### src/rtl/button_conditioner.sv
// Conditions three raw push-buttons: 2-flop synchronizer, per-channel debounce
// filter and a one-cycle rising-edge pulse on every accepted press.
module button_conditioner #(
  parameter int unsigned DEBOUNCE_CYCLES = 4
) (
  input  logic       clk,
  input  logic       async_nreset,
  input  logic       btn_next,
  input  logic       btn_mode,
  input  logic       btn_cyclic,
  output logic       next_led_re,
  output logic       change_mode_re,
  output logic       btn_cylic_re,
  output logic [2:0] btn_level
);

  localparam int unsigned      CNT_W    = $clog2(DEBOUNCE_CYCLES) + 1;
  localparam logic [CNT_W-1:0] CNT_LAST = CNT_W'(DEBOUNCE_CYCLES - 1);

  logic [2:0]       raw;
  logic [2:0]       s1_q;
  logic [2:0]       s2_q;
  logic [2:0]       acc_q;
  logic [2:0]       acc_d;
  logic [2:0]       pulse_q;
  logic [2:0]       pulse_d;
  logic [CNT_W-1:0] cnt_q [3];
  logic [CNT_W-1:0] cnt_d [3];

  // Channel order matches btn_level: bit 0 next, bit 1 mode, bit 2 cyclic.
  assign raw = {btn_cyclic, btn_mode, btn_next};

  always_ff @(posedge clk or negedge async_nreset) begin
    if (!async_nreset) begin
      s1_q <= '0;
      s2_q <= '0;
    end else begin
      s1_q <= raw;
      s2_q <= s1_q;
    end
  end

  // Any sample that agrees with the accepted level restarts the count.
  always_comb begin
    acc_d = acc_q;
    for (int ch = 0; ch < 3; ch++) begin
      cnt_d[ch] = '0;
      if (s2_q[ch] != acc_q[ch]) begin
        if (cnt_q[ch] == CNT_LAST) begin
          acc_d[ch] = s2_q[ch];
        end else begin
          cnt_d[ch] = cnt_q[ch] + 1'b1;
        end
      end
    end
    pulse_d = acc_d & ~acc_q;
  end

  always_ff @(posedge clk or negedge async_nreset) begin
    if (!async_nreset) begin
      acc_q   <= '0;
      pulse_q <= '0;
      for (int ch = 0; ch < 3; ch++) begin
        cnt_q[ch] <= '0;
      end
    end else begin
      acc_q   <= acc_d;
      pulse_q <= pulse_d;
      for (int ch = 0; ch < 3; ch++) begin
        cnt_q[ch] <= cnt_d[ch];
      end
    end
  end

  assign next_led_re    = pulse_q[0];
  assign change_mode_re = pulse_q[1];
  assign btn_cylic_re   = pulse_q[2];
  assign btn_level      = acc_q;

endmodule

### config.mk
export PLATFORM = sky130hd
export DESIGN_NAME = button_conditioner
export DESIGN_NICKNAME = d
export VERILOG_FILES = /design/src/rtl/button_conditioner.sv
export SDC_FILE = /design/constraint.sdc
export NUM_CORES = 1
export LEC_CHECK = 0
export CAP_MARGIN = 20
export CORE_AREA = 2 2 43 45
export DETAILED_ROUTE_END_ITERATION = 6
export DIE_AREA = 0 0 45 47
export PLACE_DENSITY = 0.7
export SLEW_MARGIN = 0
export SYNTH_ARGS = -nofsm -noshare
export SYNTH_HDL_FRONTEND = slang
export SYNTH_SLANG_ARGS = --single-unit
export TNS_END_PERCENT = 10
### constraint.sdc
create_clock -name clk -period 1.3 [get_ports clk]
set_clock_uncertainty 0.05 [all_clocks]
set_input_delay 0.26 -clock clk [delete_from_list [all_inputs] [get_ports clk]]
set_output_delay 0.26 -clock clk [all_outputs]
set_load 0.01 [all_outputs]
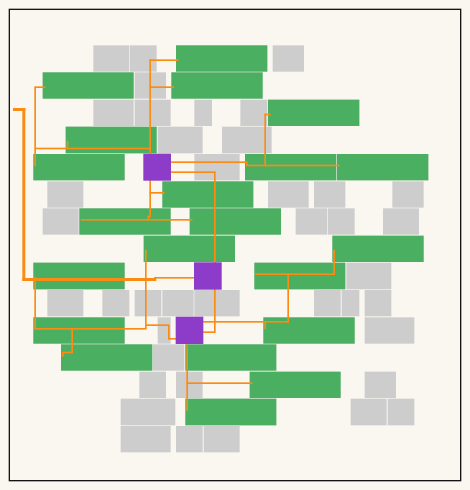
*Clock distribution*
Scale: 10 px per um.
legend:
  clock wires:
    color: orange
    length: 212 um
  cells driving clock nets:
    color: purple
    count: 3
  flip-flops:
    color: green
    count: 21
routed clock nets: 4
source-to-sink clock delay at the later pin of the worst-skew pair: 0.29 ns
part of the total power dissipated in the clock network: 17.1%
clock group power: 0.292 mW

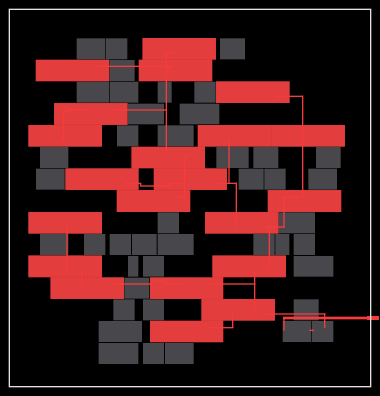
*Nets reached from selected ports*
Scale: 8 px per um.
legend:
  async_nreset:
    color: red
    direction: input
    edge: right
    end_cells: 21
    buffers: 2
    wire: 147 um

==> notes.md <==
Physical design

The detailed placer's ending HPWL stands at 656 um. The flow ran to the end, and the final reports show no timing, DRC or antenna violations. Broken down by cell family, the worst path's largest delay share belongs to flip-flops. The detailed router put a total of 458 um of wire on met1. The power report lists cell-internal power as 1.25 mW.

The reg2reg setup slack stands at 0.07 ns. The via count of the first global-routing pass came to 357. By startpoint and endpoint, the worst setup path is classified as flop to primary output.

The fraction of the mapped netlist area in adder cells stands at 4.92%. The sequential element share of the synthesized area stands at 68.9%. The worst stage delay on the critical path stands at 0.37 ns. The clock period could shrink to 1.24 ns. The maximum number of buffers from clock root to sink stands at 2. Looking at area per cell type in the netlist, the leader is dfrtp_1. Row generation in the floorplan step produced 15 rows.

According to the timing report, the critical path is launched from pulse_q[1]. Per the CTS log, the root buffer master is clkbuf_4. The die is 45 um wide. The total length of routed wires stands at 895 um.

The floorplan step defined a core boundary enclosing 1650 sq um. Setup repair after global routing left no endpoint under its margin. The share of the core filled with cells in the final layout stands at 57.2%. The detail route stage leaves a number of antenna-violating nets equal to 0.

The number of detailed-route iterations in the first pass stands at 4. Among the non-sequential cells, simple AND/OR/NAND/NOR gates take the most area. The met2 usage stands at 14.3%. For this block, the initial DRC count from the detailed router was 4. The worst path uses 95.6% of the clock period. Ranked by flip-flop count, first place goes to cnt_q. During I/O placement, the number of pins put on the boundary was 11.

The layout report lists the non-clock buffer share of cell area as 14.2%. The total placed instance area stands at 907 sq um. The relative area change from synthesis to final layout stands at 23.8%. The biggest slice of the total power is consumed by registers. Per the synth stats, the proportion of register bits with asynchronous set or reset is 100%. The fraction of standard cell area in multi-input logic stands at 25.2%. The synthesized area divided by synthesized cell count stands at 17.0 sq um. The global-route met3 utilization stands at 2.69%. The final layout report lists a filler cell count of 145. Leaving out fill and tap cells, the most frequent cell in the layout is dfrtp_1. The number of max-slew violations in the final report stands at 0. The layout inverter count without the clock tree stands at 0. Adding up every negative setup slack in the final design gives 0 ns. The number of register bits inferred by synthesis stands at 21.

TritonCTS built the clock tree. The cell area after layout stands at 945 sq um. For this run the aggregate overflow at the end of global routing stands at 0. The final report lists the setup-violating endpoint count as 0. The fmax stands at 805 MHz. Including well taps, the total number of placed cells is 75. At the placement stage, the worst setup path has a slack of 0.0794 ns. On the critical path, the stage with the largest delay is an instance of dfrtp_1. Sorting the synthesized cells by how often they occur yields dfrtp_1 (21), nor3b_1 (6), ha_1 (3), xnor2_1 (3).

The pin count of the biggest net entering global routing stands at 22. The number of different library cells used by synthesis comes to 12. Of the total synthesized cell area, the portion taken by XOR and XNOR cells is 3.44%. Post-CTS repair ended up resizing 6 cells.

The script reports the combined buffer and inverter count of the critical path as 1. Wire segments on met2 add up to 364 um in the final route. The flip-flop and latch power stands at 0.850 mW. STA classifies the critical path endpoint as a primary output. The worst slew margin relative to its limit stands at 79.9%.

The transition time at the pin with the least slew margin stands at 0.299 ns. The share of Yosys cell area claimed by the top area cell type stands at 68.9%. After layout, the design draws a total of 1.70 mW. The global-route met1 utilization stands at 15.6%. The number of synthesized flops with an enable pin stands at 0.

For this floorplan the total number of well-tap instances is 17. The worst register-to-register path depth is 4. The power report lists the combinational group at 0.561 mW. The share of the final layout cell area in sequential cells stands at 55.6%. The critical path goes through dlygate4sd2_1. The total global routing track utilization stands at 11.0%. Routed signal wires occupy layers up through met4. Clock-pin slew was measured on the worst setup and hold paths at 0.10 ns. By instance count, the leading cell after synthesis is dfrtp_1.

The residual DRC count stands at 0. The switching component of the power stands at 0.453 mW. The tightest hold path in the finished design has a slack of 0.244 ns. The maximum vdd ir drop stands at 0.895 mV. The core utilization at floorplan stands at 46.2%. The final route contains 384 vias. The path class of the tightest hold or removal check is input port to asynchronous set/reset pin. met1 is the most crowded layer. The stage-log warning count stands at 26. The STA report counts the stages on the worst setup path as 1. Per the OpenROAD floorplan log, the height of the die is 47 um.

The global-route wire length before repair stands at 1.57 mm. The combinational gate area stands at 238 sq um. Synthesis produced a netlist with a net count of 53.

The number of I/O port buffers stands at 10. Per the CTS log, the maximum H-tree level is 1. Max-cap violations in this run came to 0. Per the synthesis report, the simple-gate share of the synthesized area is 17.9%.

The post-CTS hold buffer count recorded in the log is 0. The register area stands at 526 sq um. The wire length on met3 stands at 55 um. The complex-gate fraction of the synthesized area stands at 0%. In this run switching power makes up 26.6% of total power.

The required time at the worst endpoint is listed as 0.99 ns.
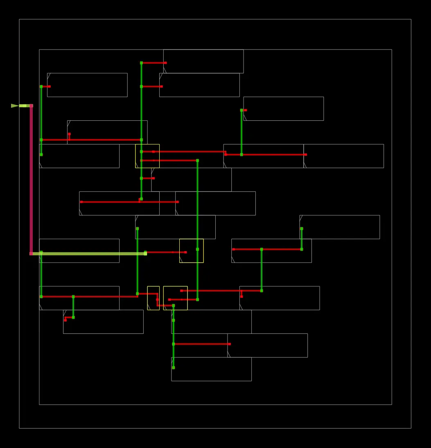
*The clock network*
count of flip-flops and latches: 21
number of buffers added by the clock tree synthesis step: 3
Layout clock buffers: 4
clock tree sinks: 21

Power and IR drop assume default switching activity.
